$ cat src/rtl/lsu_mem_master.sv
// ---------------------------------------------------------------------------------------------
// lsu_mem_master: load/store initiator between the execute stage and a word-wide data memory.
//
// Takes one byte/half/word load or store at a time, drives the memory's word port and returns a
// single-cycle response. Loads are sign/zero extended. Sub-word stores are read-modify-write.
// Misaligned accesses, the reserved size and out-of-range words are rejected without touching
// memory.
//
// Ports
//   clk          in   clock, rising edge
//   rstn         in   synchronous active-low reset
//   req_valid    in   request present
//   req_ready    out  block is idle and can accept
//   req_we       in   1 = store, 0 = load
//   req_size     in   0 byte, 1 half, 2 word, 3 reserved
//   req_unsigned in   loads: 1 zero-extend, 0 sign-extend
//   req_addr     in   byte address
//   req_wdata    in   store data, right-justified
//   rsp_valid    out  one-cycle completion pulse
//   rsp_rdata    out  extended load data (0 for stores and errors), held until next response
//   rsp_err      out  access rejected, held until next response
//   mem_we       out  memory write enable (forced low while rstn is low)
//   mem_addr     out  word-aligned byte address
//   mem_wdata    out  full word to write
//   mem_rdata    in   read data, valid the cycle after mem_addr with mem_we low
// ---------------------------------------------------------------------------------------------
module lsu_mem_master #(
  parameter int unsigned MEM_WORDS = 64
) (
  input  logic        clk,
  input  logic        rstn,
  input  logic        req_valid,
  output logic        req_ready,
  input  logic        req_we,
  input  logic [1:0]  req_size,
  input  logic        req_unsigned,
  input  logic [31:0] req_addr,
  input  logic [31:0] req_wdata,
  output logic        rsp_valid,
  output logic [31:0] rsp_rdata,
  output logic        rsp_err,
  output logic        mem_we,
  output logic [31:0] mem_addr,
  output logic [31:0] mem_wdata,
  input  logic [31:0] mem_rdata
);

  localparam logic [1:0] SzByte = 2'd0;
  localparam logic [1:0] SzHalf = 2'd1;
  localparam logic [1:0] SzWord = 2'd2;

  typedef enum logic [2:0] {
    StIdle  = 3'd0,
    StRd    = 3'd1,
    StCap   = 3'd2,
    StWr    = 3'd3,
    StMerge = 3'd4,
    StResp  = 3'd5
  } state_e;

  state_e      state_q;

  // Latched request fields
  logic        we_q;
  logic [1:0]  size_q;
  logic        uns_q;
  logic [1:0]  lane_q;
  logic [31:0] wdata_q;

  // Registered outputs
  logic        rsp_valid_q;
  logic        rsp_err_q;
  logic [31:0] rsp_rdata_q;
  logic        mem_we_q;
  logic [31:0] mem_addr_q;

  logic        acc_err;
  logic [31:0] load_ext;
  logic [31:0] merge_word;
  logic [7:0]  rd_byte;
  logic [15:0] rd_half;

  // Accept-time error check on the live request fields.
  always_comb begin
    acc_err = 1'b0;
    case (req_size)
      SzByte:  acc_err = 1'b0;
      SzHalf:  acc_err = req_addr[0];
      SzWord:  acc_err = (req_addr[1:0] != 2'b00);
      default: acc_err = 1'b1;
    endcase
    if ({2'b00, req_addr[31:2]} >= MEM_WORDS) begin
      acc_err = 1'b1;
    end
  end

  // Lane extraction and extension of the word returned by the memory.
  always_comb begin
    rd_byte  = mem_rdata[{lane_q, 3'b000} +: 8];
    rd_half  = mem_rdata[{lane_q[1], 4'b0000} +: 16];
    load_ext = mem_rdata;
    case (size_q)
      SzByte:  load_ext = uns_q ? {24'h0, rd_byte} : {{24{rd_byte[7]}}, rd_byte};
      SzHalf:  load_ext = uns_q ? {16'h0, rd_half} : {{16{rd_half[15]}}, rd_half};
      default: load_ext = mem_rdata;
    endcase
  end

  // Read-modify-write: replace only the addressed lane of the word just read.
  always_comb begin
    merge_word = mem_rdata;
    case (size_q)
      SzByte:  merge_word[{lane_q, 3'b000} +: 8] = wdata_q[7:0];
      SzHalf:  merge_word[{lane_q[1], 4'b0000} +: 16] = wdata_q[15:0];
      default: merge_word = wdata_q;
    endcase
  end

  always_ff @(posedge clk) begin
    if (!rstn) begin
      state_q     <= StIdle;
      we_q        <= 1'b0;
      size_q      <= SzByte;
      uns_q       <= 1'b0;
      lane_q      <= 2'b00;
      wdata_q     <= 32'h0;
      rsp_valid_q <= 1'b0;
      rsp_err_q   <= 1'b0;
      rsp_rdata_q <= 32'h0;
      mem_we_q    <= 1'b0;
      mem_addr_q  <= 32'h0;
    end else begin
      rsp_valid_q <= 1'b0;
      mem_we_q    <= 1'b0;
      case (state_q)
        StIdle: begin
          if (req_valid) begin
            we_q    <= req_we;
            size_q  <= req_size;
            uns_q   <= req_unsigned;
            lane_q  <= req_addr[1:0];
            wdata_q <= req_wdata;
            if (acc_err) begin
              // Rejected: mem_addr is left alone so no bad index ever reaches the memory.
              state_q     <= StResp;
              rsp_valid_q <= 1'b1;
              rsp_err_q   <= 1'b1;
              rsp_rdata_q <= 32'h0;
            end else begin
              mem_addr_q <= {req_addr[31:2], 2'b00};
              if (req_we && (req_size == SzWord)) begin
                state_q  <= StWr;
                mem_we_q <= 1'b1;
              end else begin
                state_q <= StRd;
              end
            end
          end
        end
        StRd: begin
          if (we_q) begin
            state_q  <= StMerge;
            mem_we_q <= 1'b1;
          end else begin
            state_q <= StCap;
          end
        end
        StCap: begin
          state_q     <= StResp;
          rsp_valid_q <= 1'b1;
          rsp_err_q   <= 1'b0;
          rsp_rdata_q <= load_ext;
        end
        StWr, StMerge: begin
          state_q     <= StResp;
          rsp_valid_q <= 1'b1;
          rsp_err_q   <= 1'b0;
          rsp_rdata_q <= 32'h0;
        end
        StResp: begin
          state_q <= StIdle;
        end
        default: begin
          state_q <= StIdle;
        end
      endcase
    end
  end

  assign req_ready = (state_q == StIdle);
  assign rsp_valid = rsp_valid_q;
  assign rsp_err   = rsp_err_q;
  assign rsp_rdata = rsp_rdata_q;
  assign mem_addr  = mem_addr_q;
  // Gate with rstn so a reset landing on a write cycle cannot commit a partial transaction.
  assign mem_we    = mem_we_q & rstn;

  // MERGE must use mem_rdata live: it is only valid in this cycle.
  always_comb begin
    mem_wdata = 32'h0;
    if (state_q == StWr) begin
      mem_wdata = wdata_q;
    end else if (state_q == StMerge) begin
      mem_wdata = merge_word;
    end
  end

endmodule

$ cat config.mk
export PLATFORM = sky130hd
export DESIGN_NAME = lsu_mem_master
export DESIGN_NICKNAME = d
export VERILOG_FILES = /design/src/rtl/lsu_mem_master.sv
export SDC_FILE = /design/constraint.sdc
export NUM_CORES = 1
export LEC_CHECK = 0
export ABC_AREA = 1
export CELL_PAD_IN_SITES_DETAIL_PLACEMENT = 1
export CELL_PAD_IN_SITES_GLOBAL_PLACEMENT = 1
export CORE_MARGIN = 8
export CORE_UTILIZATION = 34
export DETAILED_ROUTE_END_ITERATION = 6
export PLACE_DENSITY = 0.94
export REMOVE_ABC_BUFFERS = 1
export SYNTH_ARGS = -nofsm -noshare
export SYNTH_HDL_FRONTEND = slang
export SYNTH_SLANG_ARGS = --single-unit
$ cat constraint.sdc
create_clock -name clk -period 4.6 [get_ports clk]
set_input_delay 1.15 -clock clk [delete_from_list [all_inputs] [get_ports clk]]
set_output_delay 1.15 -clock clk [all_outputs]
set_load 0.01 [all_outputs]
Clock wiring as the flow saved it:
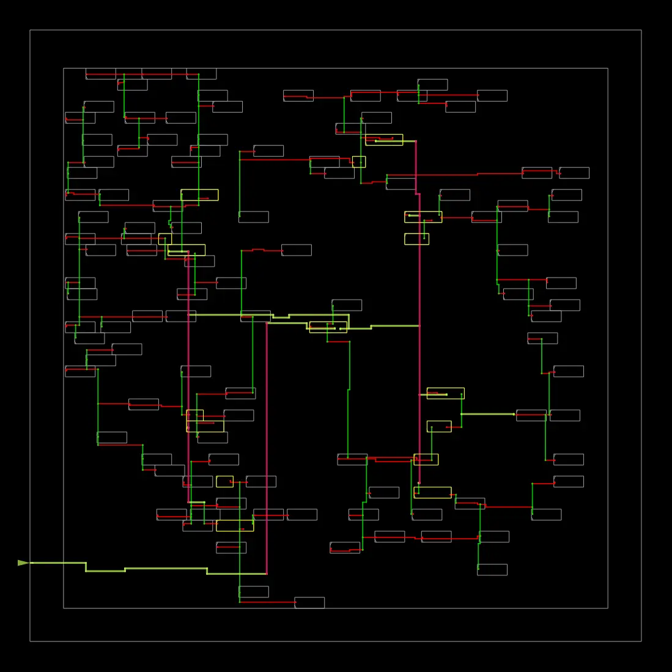
clk ins delay skew pair: 370 ps
Clock buffer cells: 9
total CTS buffers: 9

Layout detail:
Region (98, 23) to (128, 53) um. Cells in gray, sequential cells in the stronger gray; small squares are vias.
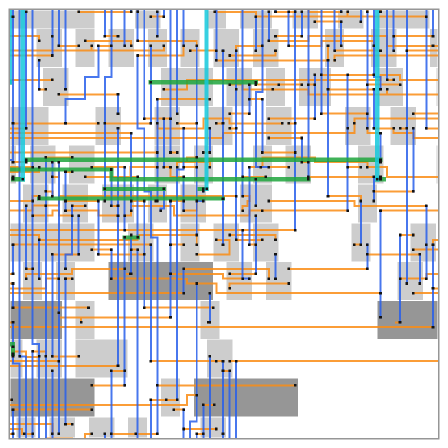
Key: orange = M1; green = M3; blue = M2; cyan = M4
Netlist names of flops here include wdata_q (4). Sequential cells in the window: 4. 62 logic cells have their middle in the window. Most frequent: o21ai_0 (14), nand2_1 (10).

==> results_dict.tcl <==
# place-and-route summary
set metrics [dict create \
    end_kind "primary output" \
    pg_comb_w 0.00202 \
    cts_sinks 106 \
    crit_type "register to primary output" \
    yosysTopAreaCell "dfxtp_1" \
    p_leak_nw 3.48 \
    async_flop_share_pct 0 \
    topCellsByArea "dfxtp_1, o21ai_0, nand2_1" \
    cts.repair.resized 0 \
    worstPathMaxFanout 14 \
    netlist_area_um2 6180 \
    power-top-group "combinational logic" \
    drive_above_1_share_pct 4.62 \
    edf_count 0 \
    drt_pre_antenna_iters 5 \
    cp_slowest_cell "clkdlybuf4s50_1" \
    fin_crit_ps 4330 \
    clkTransAtPathRegs_ps 90 \
    seq_power_w 0.00123 \
    stdcell_count 1375 \
    ys_cells 981 \
    antenna_found_initial 1 \
    status "completed" \
    rows 49 \
    rsz0062_at_grt "false" \
    postRouteAntennaNets 0 \
    max_stage_delay_ps 570 \
    fin_setup_tns_ps 0 \
    cts_root_buffer "clkbuf_16" \
    die_w_um 151 \
    core_area_um2 17900 \
    fillers 2344 \
    postCtsSetupRepairBufs 0 \
    seqCellArea_um2 2120 \
    grt_pass1_wl_mm 41.7 \
    p_sw_share_pct 44.7 \
    timing.slew.headroom_pct 34.8 \
    holdPathStages 2 \
    nets 1249 \
    finalCritPeriodShare_pct 94.1 \
    yosys_area_um2 6180 \
    start_kind "register" \
    clk-power_w 0.000834 \
    globalplace.congestion 0.872 \
    ys_types 31 \
    ff_type "dfxtp_1" \
    final_core_util_pct 47.9 \
    logic_area_um2 3310 \
    crit_top_cell "inv_1" \
    common_cells "nand2_1, o21ai_0, nor2_1" \
    hold_violations 0 \
    fp_util_pct 34.5 \
    track_usage_pct 23.4 \
    die_y_um 151 \
    die_area_um2 22800 \
    htreeDepth 3 \
    switching_power_w 0.00183 \
    place_area_um2 8270 \
    wirelength_mm 27.1 \
    syn_area_per_cell_um2 6.30 \
    cp_num_cells 8 \
    grt_overflow 0 \
    via_per_inst 5.38 \
    p_comb_share_pct 49.5 \
    seq_power_share_pct 30.1 \
    drc 0 \
    place_inst 1359 \
    rrSetupSlack_ps 1870 \
    layout_top_cells "clkdlybuf4s50_1, nand2_1, o21ai_0" \
    peakVddDrop_v 0.000204 \
    tool_warnings 31 \
    postSynthSeqShare_pct 34.3 \
    hold_buffers 0 \
    drv_slew 0 \
    top_cell_area_share_pct 34.3 \
    numPortBuffers 200 \
    syn_inst 981 \
    tightestPinTransition_ps 978 \
    cp_cell_sequence "inv_1, ha_1, inv_1, nand3_1, a21oi_1, o21ai_0, o22ai_1, clkdlybuf4s50_1" \
    critical_path.top_delay_family "buffers and inverters" \
    yosysMostFrequentCell "nand2_1" \
    cp.required_ps 3450 \
    ys_warn_count 0 \
    via_count 7392 \
    io_pins 203 \
    diodes 0 \
    min_path_type "register to register" \
    ctsLongestPathBuffers 2 \
    power.internal_w 0.00226 \
    numSynthFlops 106 \
    p_per_area_nw_per_um2 476 \
    crit_arrival_ps 3180 \
    setup-violations-final 0 \
    grt_max_degree 103 \
    drtIter0Drc 413 \
    cts_tree "built" \
    reg2regPathDepth 8 \
    hpwl_mm 19.8 \
    detail_route.wl_per_cell_um 19.7 \
    layout_top_cell "clkdlybuf4s50_1" \
    maxCapViolations 0 \
    grt_pass1_vias 7822 \
    clock.fmax_ghz 0.231 \
    cp_num_buf_inv 3 \
]
Clock distribution:
Scale bar: 50 um.
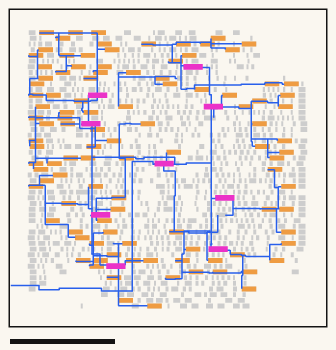
Key: blue = clock wires [length 1640 um]; magenta = clock-net drivers [count 9]; orange = flip-flops [count 106]
There are 10 routed clock nets.
power share of the clock group: 20.4%
Clock Skew: 13.7 ps

Cells by drive strength:
Scale bar: 50 um.
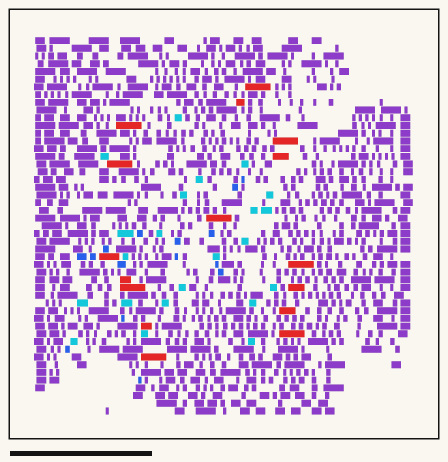
Key: red = x6 and larger [cells 16, share 1.4%]; blue = x2 [cells 15, share 1.3%]; purple = x1 and smaller [cells 1093, share 95%]; cyan = x3 and x4 [cells 22, share 1.9%]
fin area: 8580 um2
Syn-to-layout area delta: 38.7%
Plain + repair buffers: 215

-- cell type report --
cell class,instances,area share (%)
Multi-Input combinational cell,693,38.5
Sequential cell,106,24.7
Timing Repair Buffer,215,24.6
Inverter,116,5.13
Tap cell,229,3.34
Clock buffer,9,2.63
Clock inverter,7,1.04
-- kinds of logic after synthesis --
logic type / after synthesis / share of synthesized area (%)
other: 1 / 0.0606
AOI/OAI and AO/OA: 322 / 27.0
DFF: 106 / 34.3
adders and majority gates: 5 / 1.01
and+or+nand+nor: 364 / 25.3
buffers and inverters: 183 / 12.3
-- worst paths after layout --
check                           start                         end
max            lane_q[0]$_SDFFE_PN0P_                mem_wdata[5]
max reg2reg   state_q[1]$_SDFFE_PN0P_  rsp_rdata[22]$_SDFFE_PN0P_
min reg2reg  wdata_q[27]$_SDFFE_PN0P_    wdata_q[27]$_SDFFE_PN0P_
min          wdata_q[27]$_SDFFE_PN0P_    wdata_q[27]$_SDFFE_PN0P_
-- per-layer routing --
metal  track usage (%)  part of all wire, %  vias to the layer above
met2              39.3                   47                      284
met3              7.74                  9.5                       55
met5                 0                0.033                        -
met4              11.6                  3.8                        2
li1                  -                    -                     3537
met1              26.2                   40                     3514
-- metrics by stage --
stage,worst slack [ps],total power (W),hold WS [ps]
detailed placement,591,0.00326,467
finish,273,0.00408,480
global route,71.4,0.00436,504
floorplan,1160,0.00231,439
CTS,323,0.00410,481
global placement,588,0.00317,456
-- registers in the layout, summed over array words and instances (netlist names), 2 cells and up --
| register | flops |
|---|---|
| state_q | 3 |
| mem_addr | 30 |
| lane_q | 2 |
| wdata_q | 32 |
| rsp_rdata | 32 |
| size_q | 2 |
Power is estimated from default activity; no workload was simulated.
